**config.mk**
```make
export PLATFORM = sky130hd
export DESIGN_NAME = regfile_write_arbiter
export DESIGN_NICKNAME = d
export VERILOG_FILES = /design/src/rtl/regfile_write_arbiter.sv
export SDC_FILE = /design/constraint.sdc
export NUM_CORES = 1
export LEC_CHECK = 0
export CAP_MARGIN = 25
export CORE_MARGIN = 8
export CORE_UTILIZATION = 52
export CTS_BUF_LIST = sky130_fd_sc_hd__clkbuf_8
export DETAILED_ROUTE_END_ITERATION = 12
export PLACE_DENSITY = 0.86
export SETUP_SLACK_MARGIN = 0.2
export SLEW_MARGIN = 25
export SYNTH_ARGS = -nofsm -noshare
export SYNTH_HDL_FRONTEND = slang
export SYNTH_SLANG_ARGS = --single-unit
```
**constraint.sdc**
```tcl
create_clock -name clk -period 2.2 [get_ports clk]
set_input_delay 0.33 -clock clk [delete_from_list [all_inputs] [get_ports clk]]
set_output_delay 0.33 -clock clk [all_outputs]
set_load 0.01 [all_outputs]
```
**src/rtl/regfile_write_arbiter.sv**
```systemverilog
// Two-port register-file writeback arbiter: one holding slot per port, age-ordered
// same-register writes, round-robin otherwise, registered write port and hazard flags.
module regfile_write_arbiter #(
    parameter int unsigned DROP_R0 = 1
) (
    input  logic        clk,
    input  logic        rst,
    input  logic        req0_valid,
    input  logic [3:0]  req0_reg,
    input  logic [15:0] req0_data,
    output logic        req0_ready,
    input  logic        req1_valid,
    input  logic [3:0]  req1_reg,
    input  logic [15:0] req1_data,
    output logic        req1_ready,
    output logic        WriteReg,
    output logic [3:0]  DstReg,
    output logic [15:0] DstData,
    input  logic [3:0]  SrcReg1,
    input  logic [3:0]  SrcReg2,
    output logic        SrcPend1,
    output logic        SrcPend2
);

    localparam bit DropR0 = (DROP_R0 != 0);

    logic [1:0]  slot_vld_q, slot_vld_d;
    logic [3:0]  slot_reg_q  [2];
    logic [3:0]  slot_reg_d  [2];
    logic [15:0] slot_data_q [2];
    logic [15:0] slot_data_d [2];
    logic [1:0]  young_q, young_d;
    logic        rr_q, rr_d;
    logic        wr_q;
    logic [3:0]  dst_reg_q;
    logic [15:0] dst_data_q;

    logic [1:0]  req_valid, ready, gnt, load, stay;
    logic [3:0]  req_reg  [2];
    logic [15:0] req_data [2];

    always_comb begin
        req_valid   = {req1_valid, req0_valid};
        req_reg[0]  = req0_reg;
        req_reg[1]  = req1_reg;
        req_data[0] = req0_data;
        req_data[1] = req1_data;
    end

    // Same-register conflicts go to the older slot to keep per-register order.
    always_comb begin
        gnt = 2'b00;
        case (slot_vld_q)
            2'b01: gnt = 2'b01;
            2'b10: gnt = 2'b10;
            2'b11: begin
                if (slot_reg_q[0] == slot_reg_q[1]) begin
                    gnt = young_q[0] ? 2'b10 : 2'b01;
                end else begin
                    gnt = rr_q ? 2'b10 : 2'b01;
                end
            end
            default: gnt = 2'b00;
        endcase
    end

    always_comb begin
        ready = {2{~rst}} & (~slot_vld_q | gnt);
        stay  = slot_vld_q & ~gnt;
        for (int n = 0; n < 2; n++) begin
            load[n] = req_valid[n] & ready[n] & ~(DropR0 && (req_reg[n] == 4'd0));
        end
    end

    always_comb begin
        slot_vld_d = stay | load;
        for (int n = 0; n < 2; n++) begin
            slot_reg_d[n]  = load[n] ? req_reg[n]  : slot_reg_q[n];
            slot_data_d[n] = load[n] ? req_data[n] : slot_data_q[n];
        end
        // A fresh load is younger if the other slot is still occupied afterwards;
        // on a simultaneous load slot 0 counts as older.
        young_d[0] = load[0] ? stay[1] : (stay[0] & young_q[0] & ~gnt[1]);
        young_d[1] = load[1] ? (stay[0] | load[0]) : (stay[1] & young_q[1] & ~gnt[0]);
        rr_d       = (slot_vld_q == 2'b11) ? gnt[0] : rr_q;
    end

    always_ff @(posedge clk) begin
        if (rst) begin
            slot_vld_q     <= 2'b00;
            slot_reg_q[0]  <= 4'd0;
            slot_reg_q[1]  <= 4'd0;
            slot_data_q[0] <= 16'd0;
            slot_data_q[1] <= 16'd0;
            young_q        <= 2'b00;
            rr_q           <= 1'b0;
            wr_q           <= 1'b0;
            dst_reg_q      <= 4'd0;
            dst_data_q     <= 16'd0;
        end else begin
            slot_vld_q     <= slot_vld_d;
            slot_reg_q[0]  <= slot_reg_d[0];
            slot_reg_q[1]  <= slot_reg_d[1];
            slot_data_q[0] <= slot_data_d[0];
            slot_data_q[1] <= slot_data_d[1];
            young_q        <= young_d;
            rr_q           <= rr_d;
            wr_q           <= |gnt;
            if (gnt[0]) begin
                dst_reg_q  <= slot_reg_q[0];
                dst_data_q <= slot_data_q[0];
            end else if (gnt[1]) begin
                dst_reg_q  <= slot_reg_q[1];
                dst_data_q <= slot_data_q[1];
            end
        end
    end

    function automatic logic pending(input logic [3:0] src);
        logic hit;
        hit = (slot_vld_q[0] && slot_reg_q[0] == src) ||
              (slot_vld_q[1] && slot_reg_q[1] == src) ||
              (wr_q && dst_reg_q == src);
        return hit && !(DropR0 && src == 4'd0);
    endfunction

    always_comb begin
        req0_ready = ready[0];
        req1_ready = ready[1];
        WriteReg   = wr_q;
        DstReg     = dst_reg_q;
        DstData    = dst_data_q;
        SrcPend1   = ~rst & pending(SrcReg1);
        SrcPend2   = ~rst & pending(SrcReg2);
    end

endmodule

```
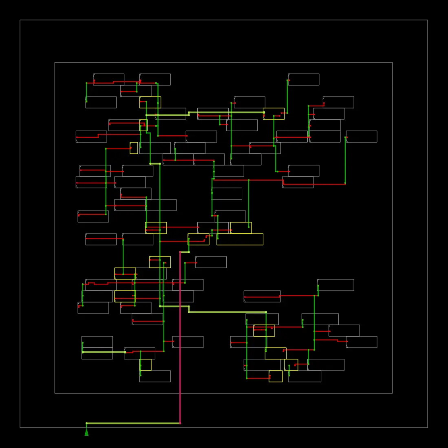
Run 1: clock wiring as the flow saved it
CLK BUF: 10
Clock Skews: 10.55 ps

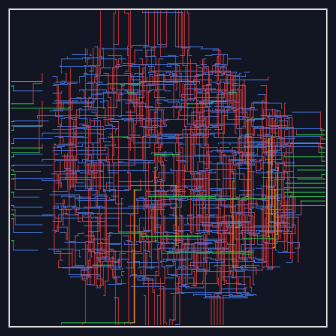
Run 1: metal layers overlaid
legend:
  M1:
    color: blue
    wire_length: 3850 µm
  M3:
    color: green
    wire_length: 452 µm
  M4:
    color: orange
    wire_length: 224 µm
  M2:
    color: red
    wire_length: 5220 µm
Total Routing Usage GR: 0.1989
routed via count: 3018
WL/cell: 17.42 µm
drt total wl: 9.737 mm

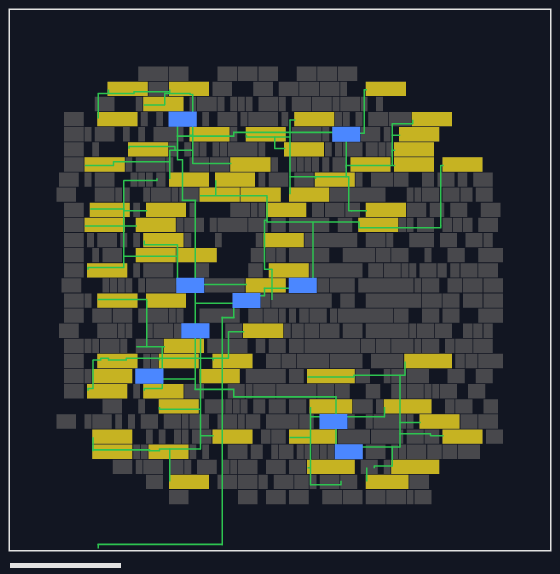
Run 1: clock network drawn from the DEF
Scale bar: 20 µm.
legend:
  clock-net drivers:
    color: blue
    count: 9
  clock wires:
    color: green
    length: 807 µm
  flip-flops:
    color: yellow
    count: 65
routed clock nets: 10
clock power share: 0.341
Late-Pin Clk Latency: 340 ps
Clk. pwr: 0.00103 W

==> qor.yml, run 1 <==
run_status:
  status: "complete, no violations"
sta:
  finalSetupViolCount: 0
  fmax_mhz: 478.8
  drv_slew: 0
  hold_viol_final: 0
  relSlewSlack: 0.6397
worst_setup_path:
  r2r_end: "slot_data_q[0][18]"
  cp.required_ps: 1870
  crit_path_end: "req0_ready"
  critPathLaunchType: "register"
  cp_max_fo: 4
  r2r_start: "slot_reg_q[0][0]"
final_layout:
  nets: 529
  area.growth.synth_to_final_pct: 39.97
  layout_top_cell: "nand2_1"
  register_area_um2: 1326
  fillers: 431
  lay_top_cells: "98 x nand2_1, 68 x clkdlybuf4s50_1, 57 x dfxtp_1"
flow_run:
  maxCapViolCount: 0
  warnings: 28
floorplan:
  dieArea_um2: 9438
  io_pins: 77
  die_width_um: 97.15
  fp_util: 0.5393
global_route:
  grt_pass1_wl_mm: 15.47
  antenna_found_initial: 0
  overflow: 0
  grt_max_degree: 41
synth:
  synthArstFlopShare: 0
  yosysCellCount: 375
  edf_count: 0
  synth.distinct_cells: 41
  flop_cell: "dfxtp_1"
  ys_seq_frac: 0.3800
  avgSynthCellArea_um2: 9.132
  synth_chip_area_um2: 3425
  synth_area_um2: 3425
  top_area_frac: 0.3800
  synth_area_leader_cell: "dfxtp_1"
  floorplan.nets: 427
  yosysWarnings: 0
hold_path:
  worst_hold_path_type: "register to register"
placement:
  portBuffers: 76
  gp_congestion: 0.8990
  hpwl_mm: 6.818
drt:
  antenna_left: 0
  routed_via_density: 5.399
  drc: 0
  drtIter0Drc: 128
power:
  p_leak_nw: 1.962
  ir_drop_mv: 0.4461
clock_tree:
  cts_root_buf: "clkbuf_8"
  htreeDepth: 3
  clkTransAtPathRegs_ps: 70
  cts.sinks: 65
  cts_tree: "yes"
==> run 1: per-layer routing <==
| layer | track usage | part of all wire | vias up |
|---|---|---|---|
| met5 | 0 | 0 | - |
| met4 | 0.1195 | 0.023 | 0 |
| met3 | 0.03556 | 0.046 | 19 |
| met2 | 0.3677 | 0.54 | 91 |
| met1 | 0.2026 | 0.39 | 1449 |
| li1 | - | - | 1459 |
==> run 1: worst max-delay path, stage by stage, from the launching register on <==
cell,delay [ps]
dfxtp_4,390
xor2_4,200
nor4_4,330
buf_4,180
a21oi_2,50
and2_1,140
buf_2,140
==> run 1: kinds of logic (layout without fill, tap and decap cells) <==
| group | count (synthesis) | after routing | share of synthesized area |
|---|---|---|---|
| XOR/XNOR | 32 | 32 | 0.09828 |
| flip-flops | 65 | 65 | 0.3800 |
| AND/OR/NAND/NOR | 128 | 128 | 0.1611 |
| multiplexers | 36 | 36 | 0.1052 |
| buffers and inverters | 65 | 172 | 0.09171 |
| AND-OR/OR-AND | 49 | 49 | 0.1637 |
==> run 1: what timing repair did <==
| action | 4_1_cts | 5_1_grt |
|---|---|---|
| pin swaps | 8 | 8 |
| buffers inserted | 8 | 1 |
| resized | 34 | 12 |
| endpoints found under the setup margin | 20 | 18 |
==> run 1: flip-flops by register name (all words and copies together), names as in the netlist <==
signal / flops
slot_data_q: 32
DstData: 16
slot_reg_q: 8
DstReg: 4
slot_vld_q: 2
WriteReg: 1
rr_q: 1
young_q: 1
==> run 1: synthesized netlist by cell type, types with 6 or more instances <==
| cell | n |
|---|---|
| nor3_1 | 7 |
| o221ai_1 | 8 |
| nand3_1 | 7 |
| mux2i_1 | 36 |
| o221ai_2 | 10 |
| nand2_1 | 98 |
| xor2_1 | 20 |
| inv_1 | 38 |
| buf_6 | 6 |
| dfxtp_1 | 65 |
| xnor2_1 | 6 |
| clkbuf_1 | 10 |
==> run 1: layout make-up <==
class | instances | area share
clock inverters | 6 | 0.01357
multi-input cells | 245 | 0.3934
inverters | 39 | 0.03054
repair buffers | 117 | 0.2370
flip-flops and latches | 65 | 0.2767
well taps | 77 | 0.02010
clock buffers | 10 | 0.02871
==> run 1: where the power goes <==
group	switching, W	leakage [nW]	internal (W)
combinational	0.000322	1.32	0.000357
clock	0.000478	0.103	0.000556
sequential	0.0000694	0.538	0.00125
total	0.000869	1.96	0.00216
==> run 1: worst min-delay path by stage <==
stage,startpoint,to,slack [ps],depth (start not counted)
after floorplan,slot_data_q[0][0],slot_data_q[0][0],430,2
after global placement,slot_data_q[0][3],slot_data_q[0][3],440,2
after detailed placement,slot_data_q[0][9],slot_data_q[0][9],450,2
after CTS,slot_data_q[0][17],slot_data_q[0][17],460,2
after global routing,slot_data_q[0][18],slot_data_q[0][18],470,2
final,slot_data_q[0][17],slot_data_q[0][17],460,2
==> run 1: metrics by stage <==
step / setup WS, ps / hold slack, ps / instance area, µm² / std cells
3_3_place_gp: -112.5 / 441.8 / 4432 / 534
4_1_cts: 124.5 / 461.8 / 4752 / 558
5_1_grt: 48.22 / 473.2 / 4793 / 559
6_report: 111.5 / 455.8 / 4793 / 559
3_5_place_dp: -185.2 / 449.4 / 4432 / 534
2_1_floorplan: 468.3 / 434.7 / 3425 / 375
==> inputs of run 2 (changes only) <==
--- a/config.mk
+++ b/config.mk
@@ -6,7 +6,7 @@
 export NUM_CORES = 1
 export LEC_CHECK = 0
 export CAP_MARGIN = 25
-export CORE_MARGIN = 8
+export CORE_MARGIN = 2
 export CORE_UTILIZATION = 52
 export CTS_BUF_LIST = sky130_fd_sc_hd__clkbuf_8
 export DETAILED_ROUTE_END_ITERATION = 12
@@ -16,3 +16,4 @@
 export SYNTH_ARGS = -nofsm -noshare
 export SYNTH_HDL_FRONTEND = slang
 export SYNTH_SLANG_ARGS = --single-unit
+export TNS_END_PERCENT = 30
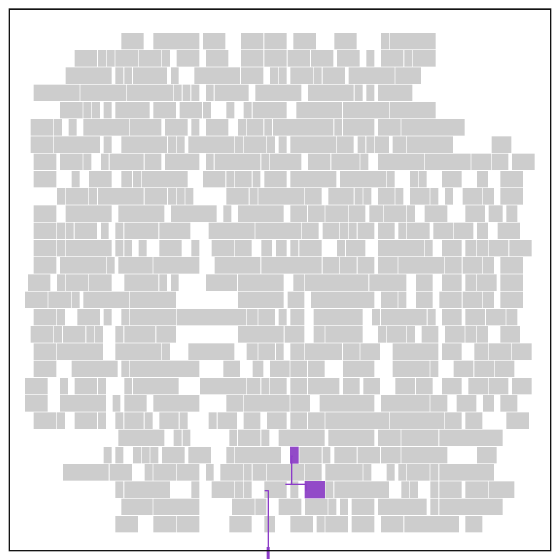
Run 2: port wiring
legend:
  `req0_valid`:
    color: purple
    direction: input
    edge: south
    end_cells: 2
    wire: 18.3 µm
IO Pins: 77
PortBufs: 76

==> run 2 against run 1 <==
  * Via count increased by 2.2%
  * Synthesized area unchanged
  * Clock power is 7% higher
  * Fmax shrank 0.16%
  * Critical path type unchanged
==> qor.yml, run 2 <==
global_route:
  grt_max_degree: 34  # was 41
  antenna_found_initial: 0  # unchanged
  overflow: 0  # unchanged
  grt_use_total: 0.2575  # was 0.1989
  grt_pass1_wl_mm: 14.63  # was 15.47 mm
worst_setup_path:
  r2r_start: "slot_reg_q[0][3]"  # was slot_reg_q[0][0]
  crit_chain: "buf_12, xnor2_4, a41oi_1, a21oi_2, and2_1, buf_2"  # was xor2_4, nor4_4, buf_4, a21oi_2, and2_1, buf_2
  r2r_end: "slot_data_q[0][31]"  # was slot_data_q[0][18]
  critPathLaunchType: "register"  # unchanged
  crit_buf_inv: 2  # unchanged
  cp.arrival_ps: 1760  # about the same
  cp_max_fo: 4  # unchanged
  crit_slowest_cell: "dfxtp_4"  # unchanged
  cpPeakStageDelay_ps: 380  # was 390 ps
  cp.required_ps: 1870  # about the same
  path_delay_family: "AND-OR/OR-AND gates"  # was simple AND/OR/NAND/NOR gates
placement:
  dpl-instance-area_um2: 4377  # was 4432 µm²
  dp.cells: 535  # was 534
  hpwl_mm: 6.027  # was 6.818 mm
  gp_congestion: 0.9336  # was 0.8990
sta:
  finalSetupViolCount: 0  # unchanged
  drv_slew: 0  # unchanged
  hold_viol_final: 0  # unchanged
  whs_ps: 457.6  # was 455.8 ps
  relSlewSlack: 0.7639  # was 0.6397
  fmax_mhz: 478.0  # was 478.8 MHz
  skew_ps: 10.56  # was 10.55 ps
hold_path:
  min_path_cells: 2  # unchanged
  min_from: "slot_data_q[0][19]"  # was slot_data_q[0][17]
  min_to: "slot_data_q[0][19]"  # was slot_data_q[0][17]
  worst_hold_path_type: "register to register"  # unchanged
synth:
  floorplan.nets: 427  # unchanged
  ys_seq_elements: 65  # unchanged
  synthTopCellsByArea: "dfxtp_1 38%, nand2_1 11%, mux2i_1 11%"  # unchanged
  synth_area_leader_cell: "dfxtp_1"  # unchanged
  synth_chip_area_um2: 3425  # unchanged
  synth_top_cell_by_count: "nand2_1"  # unchanged
  synthArstFlopShare: 0  # unchanged
  common_cells: "98 x nand2_1, 65 x dfxtp_1, 38 x inv_1"  # unchanged
  yosysWarnings: 0  # unchanged
  top_area_frac: 0.3800  # unchanged
  edf_count: 0  # unchanged
  ys_seq_frac: 0.3800  # unchanged
  flop_cell: "dfxtp_1"  # unchanged
  avgSynthCellArea_um2: 9.132  # unchanged
  synth_area_um2: 3425  # unchanged
  yosysCellCount: 375  # unchanged
  synth.distinct_cells: 41  # unchanged
drt:
  antenna_left: 0  # unchanged
  drc: 0  # unchanged
  num_vias: 3085  # was 3018
  routed_via_density: 5.489  # was 5.399
  routedWlPerCell_um: 16.33  # was 17.42 µm
  drt_wl_total_mm: 9.179  # was 9.737 mm
  drtIter0Drc: 169  # was 128
clock_tree:
  cts_tree: "yes"  # unchanged
  cts.sinks: 65  # unchanged
  htreeDepth: 3  # unchanged
  cts_buffers: 9  # unchanged
  clock_latency_ps: 350  # was 340 ps
  cts_root_buf: "clkbuf_8"  # unchanged
  clkTransAtPathRegs_ps: 80  # was 70 ps
floorplan:
  die_width_um: 85.15  # was 97.15 µm
  dieArea_um2: 7251  # was 9438 µm²
  core_um2: 6350  # unchanged
  fp_util: 0.5393  # unchanged
final_layout:
  layout_top_cell: "nand2_1"  # unchanged
  fin_area_um2: 4793  # unchanged
  regMostFlops: "slot_data_q"  # unchanged
  nets: 532  # was 529
  largest_reg_flops: 32  # unchanged
  lay_top_cells: "98 x nand2_1, 69 x clkdlybuf4s50_1, 58 x dfxtp_1"  # was 98 x nand2_1, 68 x clkdlybuf4s50_1, 57 x dfxtp_1
  area.growth.synth_to_final_pct: 39.97  # unchanged
  finalNonFillerCells: 562  # was 559
power:
  clkPwrFrac: 0.355  # was 0.341
  p_total_w: 0.003096  # was 0.003031 W
  p_comb_frac: 0.217  # was 0.224
  p_sw_w: 0.0008641  # was 0.0008688 W
  internal_power_w: 0.002232  # was 0.002162 W
  ir_drop_mv: 0.4825  # was 0.4461 mV
  seqPwrFrac: 0.427  # was 0.435
  switching_share: 0.2791  # was 0.2866
  power.density_nw_per_um2: 645.8  # was 632.4 nW/µm²
  p_leak_nw: 1.942  # was 1.962 nW
flow_run:
  maxCapViolCount: 0  # unchanged
  warnings: 28  # unchanged
run_status:
  status: "complete, no violations"  # unchanged
[run 2: cell count changes in the layout (fill, tap and decap cells not counted), sizes merged]
cell	before	now
buf	45	48
bufinv	1	2
clkbuf	10	9
clkdlybuf4s50	68	69
dlygate4sd2	0	3
dlymetal6s2s	4	0
[run 2: worst max path at each step]
stage,startpoint,end,slack (ps),depth (start not counted)
6_report,slot_reg_q[0][6],req0_ready,110,6
5_1_grt,slot_reg_q[0][6],req0_ready,60,6
4_1_cts,slot_reg_q[0][6],req0_ready,150,5
3_5_place_dp,SrcReg1[2],SrcPend1,-240,6
3_3_place_gp,SrcReg2[2],SrcPend2,-110,6
2_1_floorplan,slot_reg_q[0][4],req1_ready,470,5
[run 2: final cells by class]
class | instances | area (µm²)
multi-input cells | 245 | 1897
fillers | 423 | 1556
flip-flops and latches | 65 | 1323
repair buffers | 120 | 1121
inverters | 39 | 146.4
clock buffers | 9 | 123.9
well taps | 77 | 96.34
clock inverters | 7 | 86.33
[run 2: repair_timing]
item                                    4_1_cts  5_1_grt
gates resized                                40        1
hold buffers                                  0        0
cloned                                        0        0
buffers inserted                              8        3
endpoints found under the setup margin       22       39
pin swaps                                     9        6
[run 2: cells by family after synthesis]
family / share of synthesized area
XOR/XNOR: 0.09828
AND/OR/NAND/NOR: 0.1611
multiplexers: 0.1052
buffers and inverters: 0.09171
AND-OR/OR-AND: 0.1637
flip-flops: 0.3800
[run 2: layer usage]
metal	part of all wire	global-route usage
met1	0.39	0.2841
met2	0.51	0.4652
met3	0.050	0.05545
met4	0.044	0.1255
met5	0	0
[run 2: power by group through the flow]
stage | clock, W | sequential (W) | combinational [W]
floorplan | 0 | 0.00132 | 0.000360
global route | 0.00115 | 0.00133 | 0.000721
global placement | 0 | 0.00134 | 0.000588
finish | 0.00110 | 0.00132 | 0.000673
CTS | 0.00110 | 0.00132 | 0.000650
detailed placement | 0 | 0.00134 | 0.000604
[run 2: through the flow]
step | worst slack, ps | util
finish | 108.1 | 0.7549
CTS | 147.4 | 0.7482
global placement | -106.6 | 0.6893
floorplan | 468.3 | -
detailed placement | -236.9 | 0.6893
global route | 60.34 | 0.7549
[run 2: tightest hold or removal path: cells and delay by family (launching register included)]
kind,cells,cell delay [ps]
flops,1,310
mux,1,50
simple gates,1,50
Power figures rest on the tool's default switching activity, not on a simulated workload.
